run_1/class_map.png
Scale: 4 px per um. Fill, decap, tap and diode cells in gray.
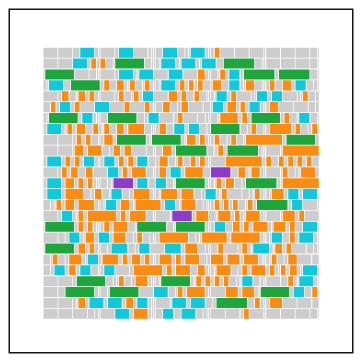
run_1/clock_nets.png
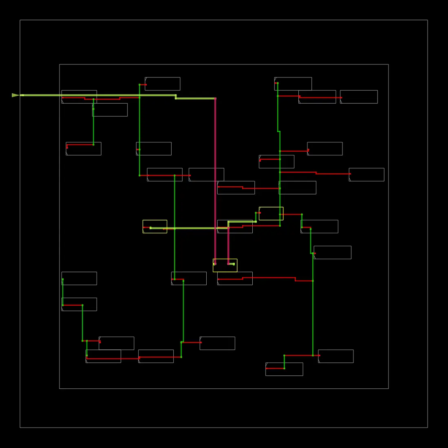
run_1/util_map.png
Scale: 3 px per um. The die is cut into 9 by 9 equal tiles; black is low, pale yellow is high, 0 to 100% covered.
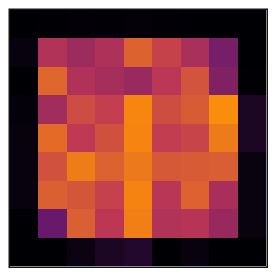
run_1/closeup.png
Window x 30 to 55, y 30 to 55 um. Cells in gray, sequential cells in the stronger gray; small squares are vias.
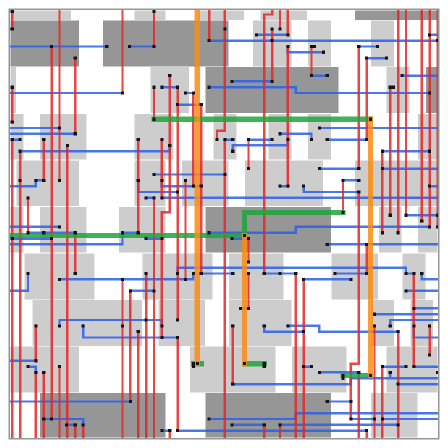
--- src/rtl/hdlc_tx_frame_ctrl.sv ---
// hdlc_tx_frame_ctrl
// Frame sequencer for the HDLC Tx path. Sequences the bit shifter through
// opening flag, buffer bytes, FCS and closing flag. It also handles abort
// requests and frame-size checks.
// Optional feature: define TX_CTRL_TIMEOUT_EN to build the per-state watchdog.
// Without it, Tx_Timeout is tied low and the controller can wait indefinitely.
module hdlc_tx_frame_ctrl #(
    parameter int MAX_FRAME_SIZE = 126,
    parameter int TIMEOUT_CYCLES = 64
) (
    input  logic       Clk,
    input  logic       Rst,
    input  logic       Tx_Enable,
    input  logic       Tx_AbortFrame,
    input  logic [7:0] Tx_FrameSize,
    input  logic       Tx_NewByte,
    input  logic       Tx_FCSDone,
    output logic       Tx_ValidFrame,
    output logic       Tx_SendFlag,
    output logic       Tx_SendAbort,
    output logic       Tx_RdBuff,
    output logic       Tx_StartFCS,
    output logic       Tx_WriteFCS,
    output logic       Tx_InitZero,
    output logic       Tx_AbortedTrans,
    output logic       Tx_Done,
    output logic [7:0] Tx_ByteCnt,
    output logic       Tx_Timeout
);

    localparam logic [2:0] S_IDLE  = 3'd0;
    localparam logic [2:0] S_SFLAG = 3'd1;
    localparam logic [2:0] S_DATA  = 3'd2;
    localparam logic [2:0] S_FCS   = 3'd3;
    localparam logic [2:0] S_EFLAG = 3'd4;
    localparam logic [2:0] S_ABORT = 3'd5;

    localparam logic [7:0] MAX_SZ = 8'(MAX_FRAME_SIZE);

    logic [2:0] r_state;
    logic [2:0] w_state_nxt;
    logic [7:0] r_size;
    logic [7:0] r_byte_cnt;
    logic       r_valid;
    logic       r_send_flag;
    logic       r_send_abort;
    logic       r_rd_buff;
    logic       r_start_fcs;
    logic       r_write_fcs;
    logic       r_init_zero;
    logic       r_aborted;
    logic       r_done;
    logic       w_size_ok;
    logic       w_in_frame;
    logic       w_wd_fire;

    assign w_size_ok  = (Tx_FrameSize != 8'd0) && (Tx_FrameSize <= MAX_SZ);
    assign w_in_frame = (r_state != S_IDLE) && (r_state != S_ABORT);

    // Next-state selection. An abort or watchdog event wins over every other event in a frame state.
    always_comb begin
        w_state_nxt = r_state;
        if (w_in_frame && (Tx_AbortFrame || w_wd_fire)) begin
            w_state_nxt = S_ABORT;
        end else begin
            case (r_state)
                S_IDLE:  if (Tx_Enable && w_size_ok) w_state_nxt = S_SFLAG;
                S_SFLAG: if (Tx_NewByte) w_state_nxt = S_DATA;
                S_DATA:  if (Tx_NewByte && !(r_byte_cnt < r_size)) w_state_nxt = S_FCS;
                S_FCS:   if (Tx_FCSDone) w_state_nxt = S_EFLAG;
                S_EFLAG: if (Tx_NewByte) w_state_nxt = S_IDLE;
                S_ABORT: if (Tx_NewByte || w_wd_fire) w_state_nxt = S_IDLE;
                default: w_state_nxt = S_IDLE;
            endcase
        end
    end

    // State register plus registered outputs. Entry actions are keyed on the target state.
    always_ff @(posedge Clk) begin
        if (Rst) begin
            r_state      <= S_IDLE;
            r_size       <= 8'd0;
            r_byte_cnt   <= 8'd0;
            r_valid      <= 1'b0;
            r_send_flag  <= 1'b0;
            r_send_abort <= 1'b0;
            r_rd_buff    <= 1'b0;
            r_start_fcs  <= 1'b0;
            r_write_fcs  <= 1'b0;
            r_init_zero  <= 1'b0;
            r_aborted    <= 1'b0;
            r_done       <= 1'b1;
        end else begin
            r_state      <= w_state_nxt;
            r_send_flag  <= 1'b0;
            r_send_abort <= 1'b0;
            r_rd_buff    <= 1'b0;
            r_start_fcs  <= 1'b0;
            r_write_fcs  <= 1'b0;
            if (w_state_nxt != r_state) begin
                case (w_state_nxt)
                    S_SFLAG: begin
                        r_send_flag <= 1'b1;
                        r_start_fcs <= 1'b1;
                        r_valid     <= 1'b1;
                        r_done      <= 1'b0;
                        r_byte_cnt  <= 8'd0;
                        r_aborted   <= 1'b0;
                        r_size      <= Tx_FrameSize;
                    end
                    S_DATA: begin
                        r_rd_buff   <= 1'b1;
                        r_init_zero <= 1'b1;
                        r_byte_cnt  <= 8'd1;
                    end
                    S_FCS: begin
                        r_write_fcs <= 1'b1;
                    end
                    S_EFLAG: begin
                        r_send_flag <= 1'b1;
                        r_init_zero <= 1'b0;
                    end
                    S_ABORT: begin
                        r_send_abort <= 1'b1;
                        r_aborted    <= 1'b1;
                        r_valid      <= 1'b0;
                        r_init_zero  <= 1'b0;
                    end
                    S_IDLE: begin
                        r_valid     <= 1'b0;
                        r_init_zero <= 1'b0;
                        r_done      <= 1'b1;
                    end
                    default: ;
                endcase
            end else if (r_state == S_DATA && Tx_NewByte) begin
                // Staying in DATA on a byte boundary means more bytes remain.
                r_rd_buff  <= 1'b1;
                r_byte_cnt <= r_byte_cnt + 8'd1;
            end
        end
    end

`ifdef TX_CTRL_TIMEOUT_EN
    localparam int WD_W = $clog2(TIMEOUT_CYCLES + 1);

    logic [WD_W-1:0] r_wd;
    logic            r_timeout;

    // The watchdog fires on the cycle that would take the counter to TIMEOUT_CYCLES.
    assign w_wd_fire = (r_state != S_IDLE) && (r_wd == WD_W'(TIMEOUT_CYCLES - 1));

    // Watchdog counter restarts on every state change. The sticky flag clears on a new frame.
    always_ff @(posedge Clk) begin
        if (Rst) begin
            r_wd      <= '0;
            r_timeout <= 1'b0;
        end else begin
            if (w_state_nxt != r_state)
                r_wd <= '0;
            else if (r_state != S_IDLE)
                r_wd <= r_wd + 1'b1;
            if (r_state == S_IDLE && w_state_nxt == S_SFLAG)
                r_timeout <= 1'b0;
            else if (w_wd_fire)
                r_timeout <= 1'b1;
        end
    end

    assign Tx_Timeout = r_timeout;
`else
    assign w_wd_fire  = 1'b0;
    assign Tx_Timeout = 1'b0;
`endif

    assign Tx_ValidFrame   = r_valid;
    assign Tx_SendFlag     = r_send_flag;
    assign Tx_SendAbort    = r_send_abort;
    assign Tx_RdBuff       = r_rd_buff;
    assign Tx_StartFCS     = r_start_fcs;
    assign Tx_WriteFCS     = r_write_fcs;
    assign Tx_InitZero     = r_init_zero;
    assign Tx_AbortedTrans = r_aborted;
    assign Tx_Done         = r_done;
    assign Tx_ByteCnt      = r_byte_cnt;

endmodule

--- config.mk ---
export PLATFORM = sky130hd
export DESIGN_NAME = hdlc_tx_frame_ctrl
export DESIGN_NICKNAME = d
export VERILOG_FILES = /design/src/rtl/hdlc_tx_frame_ctrl.sv
export SDC_FILE = /design/constraint.sdc
export NUM_CORES = 1
export LEC_CHECK = 0
export ABC_AREA = 1
export CAP_MARGIN = 15
export CELL_PAD_IN_SITES_DETAIL_PLACEMENT = 1
export CELL_PAD_IN_SITES_GLOBAL_PLACEMENT = 1
export CORE_MARGIN = 8
export CORE_UTILIZATION = 33
export DETAILED_ROUTE_END_ITERATION = 8
export PLACE_DENSITY_LB_ADDON = 0.1
export SLEW_MARGIN = 40
export SYNTH_ARGS = -nofsm -noshare
export SYNTH_HDL_FRONTEND = slang
export SYNTH_SLANG_ARGS = --single-unit
--- constraint.sdc ---
create_clock -name Clk -period 2 [get_ports Clk]
set_clock_uncertainty 0.1 [all_clocks]
set_input_delay 0.3 -clock Clk [delete_from_list [all_inputs] [get_ports Clk]]
set_output_delay 0.3 -clock Clk [all_outputs]
set_load 0.005 [all_outputs]
==> flow_metrics.env, run 1 <==
# implementation run metrics
export IMPL_grt_pass1_vias=1805
export IMPL_fillCellCount=571
export IMPL_crit_type="flop to flop"
export IMPL_crit_buf_inv=1
export IMPL_endpoint_kind="flop"
export IMPL_warnings=28
export IMPL_clock_area_frac=0.0162
export IMPL_tns_ps=-234
export IMPL_place_detailed_hpwl_um=3650
export IMPL_hold_slack_ps=358
export IMPL_hold_end="Tx_AbortedTrans"
export IMPL_cts_resized=23
export IMPL_die_x_um=85.5
export IMPL_area_growth_pct=60.2
export IMPL_gp_congestion=0.736
export IMPL_top_layer_used="met4"
export IMPL_min_path_type="flop to flop"
export IMPL_drive_gt1_frac=0.392
export IMPL_nNonClkBuffers=75
export IMPL_cts_setup_buffers=6
export IMPL_met2_wirelength_um=2870
export IMPL_syn_cell_area_mm2=0.00159
export IMPL_syn_nets=241
export IMPL_critPathSlowestCell="dfxtp_2"
export IMPL_grt_setup_unrepaired="yes"
export IMPL_path_cells="ha_4 -> a21oi_2 -> nor2_1 -> nor3_2 -> nand2_2 -> nand2_2 -> nand3_2 -> nand2_4 -> nand3_4 -> buf_6 -> nand3_2 -> a21oi_2"
export IMPL_edf_count=0
export IMPL_path_delay_family="simple AND/OR/NAND/NOR gates"
export IMPL_flop_area_um2=571
export IMPL_gr_total_overflow=0
export IMPL_ys_warn_count=0
export IMPL_violations="setup timing"
export IMPL_dieHeight_um=85.5
export IMPL_htreeDepth=1
export IMPL_period_used=1.02
export IMPL_io_buffers=30
export IMPL_hold_buffers=0
export IMPL_synth_flops=28
export IMPL_via_per_inst=4.80
export IMPL_vdd_drop_max_uv=506
export IMPL_p_switching_uw=946
export IMPL_p_total_uw=2320
export IMPL_worstPathArrival_ps=2130
export IMPL_pre_cts_ws_ps=-363
export IMPL_layout_top_cells="42 x buf_4, 34 x nand2_1, 30 x clkdlybuf4s50_1"
export IMPL_synthAoiAreaFrac=0.0966
export IMPL_io_pins=32
export IMPL_pwr_share_seq=0.299
export IMPL_status="finished, violations left"
export IMPL_dpl_cell_area_mm2=0.00222
export IMPL_hold_viol_final=0
export IMPL_clock_latency_ps=280
export IMPL_drtAntennaViolNets=0
export IMPL_top_area_frac=0.352
export IMPL_crit_end="Tx_ByteCnt[4]"
export IMPL_synthMuxAreaShare=0
export IMPL_worst_r2r_path_depth=12
export IMPL_drt_wl_total_um=5180
export IMPL_finalSetupViolations=8
export IMPL_grt_use_met1=0.153
export IMPL_cts_root_buf="clkbuf_8"
export IMPL_ys_async_sr_fraction=0
export IMPL_worst_slack_ps=-46.6
export IMPL_antenna_found_initial=0
export IMPL_p_sw_frac=0.408
-- class_map.png (at the start) --
class	color	cells
remaining logic cells	orange	190
remaining buffers and delay cells	cyan	75
registers	green	28
clock-net drivers	purple	3
Core Area: 0.00469 mm^2
fin area: 0.00255 mm^2
floorplan row count: 25

-- clock_nets.png (at the start) --
clk pwr: 317 uW
number of clock sinks: 28
num sequential: 28
CTS buffer count: 3
final-layout clock buffer total: 3

-- util_map.png (at the start) --
densest ninth of the die	middle
mean over tiles	34%
nearly empty tiles	24%
tiles over 75% full	1.2%
Initial Util: 0.339
Finished Core Util: 0.544

-- closeup.png (at the start) --
layer	color
M1	blue
M2	red
M3	green
M4	orange
cells with their middle in the window	41
sequential cells in the window	6
most frequent	buf_4 (7), dfxtp_1 (5), nand2_1 (5)
netlist names of flops here include	`Tx_ByteCnt` (2), `r_size` (2)

==> run 2: changes to the inputs <==
CELL_PAD_IN_SITES_DETAIL_PLACEMENT = 2   (was 1)
CELL_PAD_IN_SITES_GLOBAL_PLACEMENT = 2   (was 1)
CORE_UTILIZATION = 31   (was 33)
DONT_BUFFER_PORTS = 1   (was default)
run_2/closeup.png
Window x 31 to 56, y 31 to 56 um. Cells in gray, sequential cells in the stronger gray; small squares are vias.
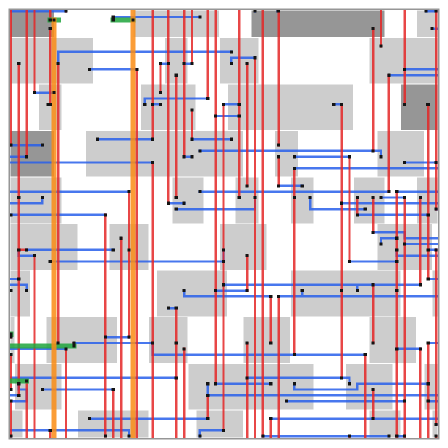
layer	color
M1	blue
M4	orange
M2	red
M3	green
cells with their middle in the window	35
sequential cells in the window	1
netlist names of flops here include	`Tx_ByteCnt` (1)
most frequent	buf_4 (7)

==> flow_metrics.env, run 2 <==
# implementation run metrics
export IMPL_grt_use_met1=0.187
export IMPL_p_sw_frac=0.425
export IMPL_io_pins=32
export IMPL_grt_setup_unrepaired="yes"
export IMPL_antenna_found_initial=0
export IMPL_endpoint_kind="flop"
export IMPL_fillCellCount=544
export IMPL_synthAoiAreaFrac=0.0966
export IMPL_warnings=30
export IMPL_ys_warn_count=0
export IMPL_finalSetupViolations=11
export IMPL_period_used=1.03
export IMPL_pre_cts_ws_ps=-188
export IMPL_r2r_slack_ps=-60
export IMPL_pwr_share_seq=0.280
export IMPL_cts_resized=48
export IMPL_p_total_uw=2540
export IMPL_seq_power_uw=711
export IMPL_clock_buffers=3
export IMPL_io_buffers=0
export IMPL_grt_pass1_vias=1935
export IMPL_n_tap_cell=70
export IMPL_place_detailed_hpwl_um=4130
export IMPL_cp_max_fo=7
export IMPL_worstPathArrival_ps=2190
export IMPL_synth_main_ff_cell="dfxtp_1"
export IMPL_path_delay_family="simple AND/OR/NAND/NOR gates"
export IMPL_worstReg2RegStart="r_state[0]"
export IMPL_worst_r2r_path_depth=14
export IMPL_cts_root_buf="clkbuf_8"
export IMPL_nNonClkBuffers=40
export IMPL_gp_congestion=0.756
export IMPL_synthMuxAreaShare=0
export IMPL_syn_cell_area_mm2=0.00159
export IMPL_crit_type="flop to flop"
export IMPL_p_switching_uw=1080
export IMPL_path_cells="inv_2 -> nand3_4 -> nand2_2 -> nor2_4 -> inv_4 -> nand2_4 -> inv_2 -> nand2_2 -> nand2_4 -> nor2_8 -> nand3_4 -> inv_4 -> nand2_2 -> a21oi_2"
export IMPL_min_path_type="input pin to flop"
export IMPL_cts_buffers=3
export IMPL_cts_sinks=28
export IMPL_worst_slack_ps=-62.6
export IMPL_synth_flops=28
export IMPL_htreeDepth=1
export IMPL_design_seq_count=28
export IMPL_drive_gt1_frac=0.504
export IMPL_critPathSlowestCell="dfxtp_4"
export IMPL_cts_setup_buffers=12
export IMPL_ys_async_sr_fraction=0
export IMPL_final_util=0.478
export IMPL_crit_path_start="r_state[0]"
export IMPL_hold_end="Tx_ByteCnt[1]"
export IMPL_core_mm2=0.00504
export IMPL_edf_count=0
export IMPL_wl_met1_um=2590
export IMPL_row_count=26
export IMPL_layout_top_cells="32 x buf_4, 27 x nand2_1, 26 x inv_1"
export IMPL_flop_area_um2=587
export IMPL_drt_wl_total_um=6480
export IMPL_fin_nets=285
export IMPL_adder_share=0.0628
export IMPL_syn_nets=241
export IMPL_vdd_drop_max_uv=456
export IMPL_die_area_mm2=0.00769
export IMPL_drtAntennaViolNets=0
export IMPL_clock_area_frac=0.0296
export IMPL_via_per_inst=4.90
export IMPL_fp_util=0.316
export IMPL_status="finished, violations left"
export IMPL_hold_slack_ps=-50.1
export IMPL_top_area_frac=0.352
export IMPL_gr_total_overflow=0
export IMPL_clock_power_uw=479
export IMPL_hold_viol_final=7
export IMPL_power_leader="combinational cells"
export IMPL_dpl_cell_area_mm2=0.00179
export IMPL_tns_ps=-359
export IMPL_finalNonFillerCells=332
export IMPL_hold_buffers=3
export IMPL_top_layer_used="met4"
export IMPL_met2_wirelength_um=3500
export IMPL_dieHeight_um=87.7
export IMPL_area_growth_pct=51.4
export IMPL_power_density_mw_per_mm2=1050
export IMPL_die_x_um=87.7
export IMPL_crit_end="Tx_ByteCnt[4]"
export IMPL_violations="hold timing, setup timing"
export IMPL_clock_latency_ps=300
export IMPL_design_area_mm2=0.00241
export IMPL_crit_buf_inv=4
==> run 3: changes to the inputs <==
ABC_CLOCK_PERIOD_IN_PS = 2000   (was default)
CTS_CLUSTER_DIAMETER = 50   (was default)
RECOVER_POWER = 50   (was default)
run_3/clock_wires.png
Scale: 6 px per um.
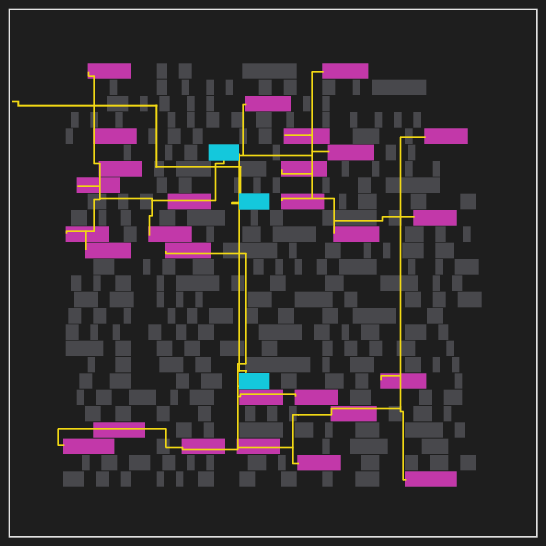
[flip-flops] magenta | count: 28
[clock-net drivers] cyan | count: 3
[clock wires] yellow | length: 473 um
routed clock nets	4
Clock Power Share: 0.190
clk pwr: 479 uW
clock latency on the worst-skew pair: 300 ps

==> flow_metrics.env, run 3 <==
# implementation run metrics
export IMPL_finalSetupViolations=11
export IMPL_layout_top_cells="31 x buf_4, 27 x nand2_1, 26 x inv_1"
export IMPL_hold_viol_final=7
export IMPL_synthMuxAreaShare=0
export IMPL_finalNonFillerCells=332
export IMPL_io_buffers=0
export IMPL_via_per_inst=4.90
export IMPL_final_util=0.477
export IMPL_core_mm2=0.00504
export IMPL_warnings=30
export IMPL_clock_area_frac=0.0297
export IMPL_grt_setup_unrepaired="yes"
export IMPL_design_area_mm2=0.00240
export IMPL_edf_count=0
export IMPL_adder_share=0.0628
export IMPL_hold_buffers=3
export IMPL_io_pins=32
export IMPL_ys_warn_count=0
export IMPL_gp_congestion=0.756
export IMPL_met2_wirelength_um=3500
export IMPL_row_count=26
export IMPL_fp_util=0.316
export IMPL_path_cells="inv_2 -> nand3_4 -> nand2_2 -> nor2_4 -> inv_4 -> nand2_4 -> inv_2 -> nand2_2 -> nand2_4 -> nor2_8 -> nand3_4 -> inv_4 -> nand2_2 -> a21oi_2"
export IMPL_p_total_uw=2530
export IMPL_clock_buffers=3
export IMPL_hold_end="Tx_ByteCnt[1]"
export IMPL_wl_met1_um=2590
export IMPL_crit_end="Tx_ByteCnt[4]"
export IMPL_cp_max_fo=7
export IMPL_synthAoiAreaFrac=0.0966
export IMPL_worstPathArrival_ps=2190
export IMPL_p_switching_uw=1080
export IMPL_seq_power_uw=708
export IMPL_hold_slack_ps=-50.1
export IMPL_tns_ps=-351
export IMPL_place_detailed_hpwl_um=4130
export IMPL_syn_nets=241
export IMPL_gr_total_overflow=0
export IMPL_min_path_type="input pin to flop"
export IMPL_p_int_uw=1450
export IMPL_syn_cell_area_mm2=0.00159
export IMPL_vdd_drop_max_uv=456
export IMPL_n_tap_cell=70
export IMPL_ys_async_sr_fraction=0
export IMPL_cts_buffers=3
export IMPL_status="finished, violations left"
export IMPL_simple_gate_area_frac=0.343
export IMPL_worst_r2r_path_depth=14
export IMPL_nNonClkBuffers=40
export IMPL_grt_pass1_vias=1935
export IMPL_drtAntennaViolNets=0
export IMPL_power_density_mw_per_mm2=1050
export IMPL_dieHeight_um=87.7
export IMPL_fin_nets=285
export IMPL_synth_main_ff_cell="dfxtp_1"
export IMPL_path_delay_family="simple AND/OR/NAND/NOR gates"
export IMPL_die_x_um=87.7
export IMPL_cts_root_buf="clkbuf_8"
export IMPL_htreeDepth=1
export IMPL_cts_resized=48
export IMPL_crit_buf_inv=4
export IMPL_pwr_share_seq=0.280
export IMPL_cts_setup_buffers=12
export IMPL_grt_use_met1=0.187
export IMPL_die_area_mm2=0.00769
export IMPL_crit_path_start="r_state[0]"
export IMPL_worst_slack_ps=-62.5
export IMPL_r2r_slack_ps=-60
export IMPL_design_seq_count=28
export IMPL_pre_cts_ws_ps=-188
export IMPL_top_layer_used="met4"
export IMPL_antenna_found_initial=0
export IMPL_p_sw_frac=0.427
export IMPL_cts_sinks=28
export IMPL_violations="hold timing, setup timing"
export IMPL_dpl_cell_area_mm2=0.00179
export IMPL_period_used=1.03
export IMPL_synth_flops=28
export IMPL_worstReg2RegStart="r_state[0]"
export IMPL_top_area_frac=0.352
No activity file was given, so power comes from the tool's default toggle rates.
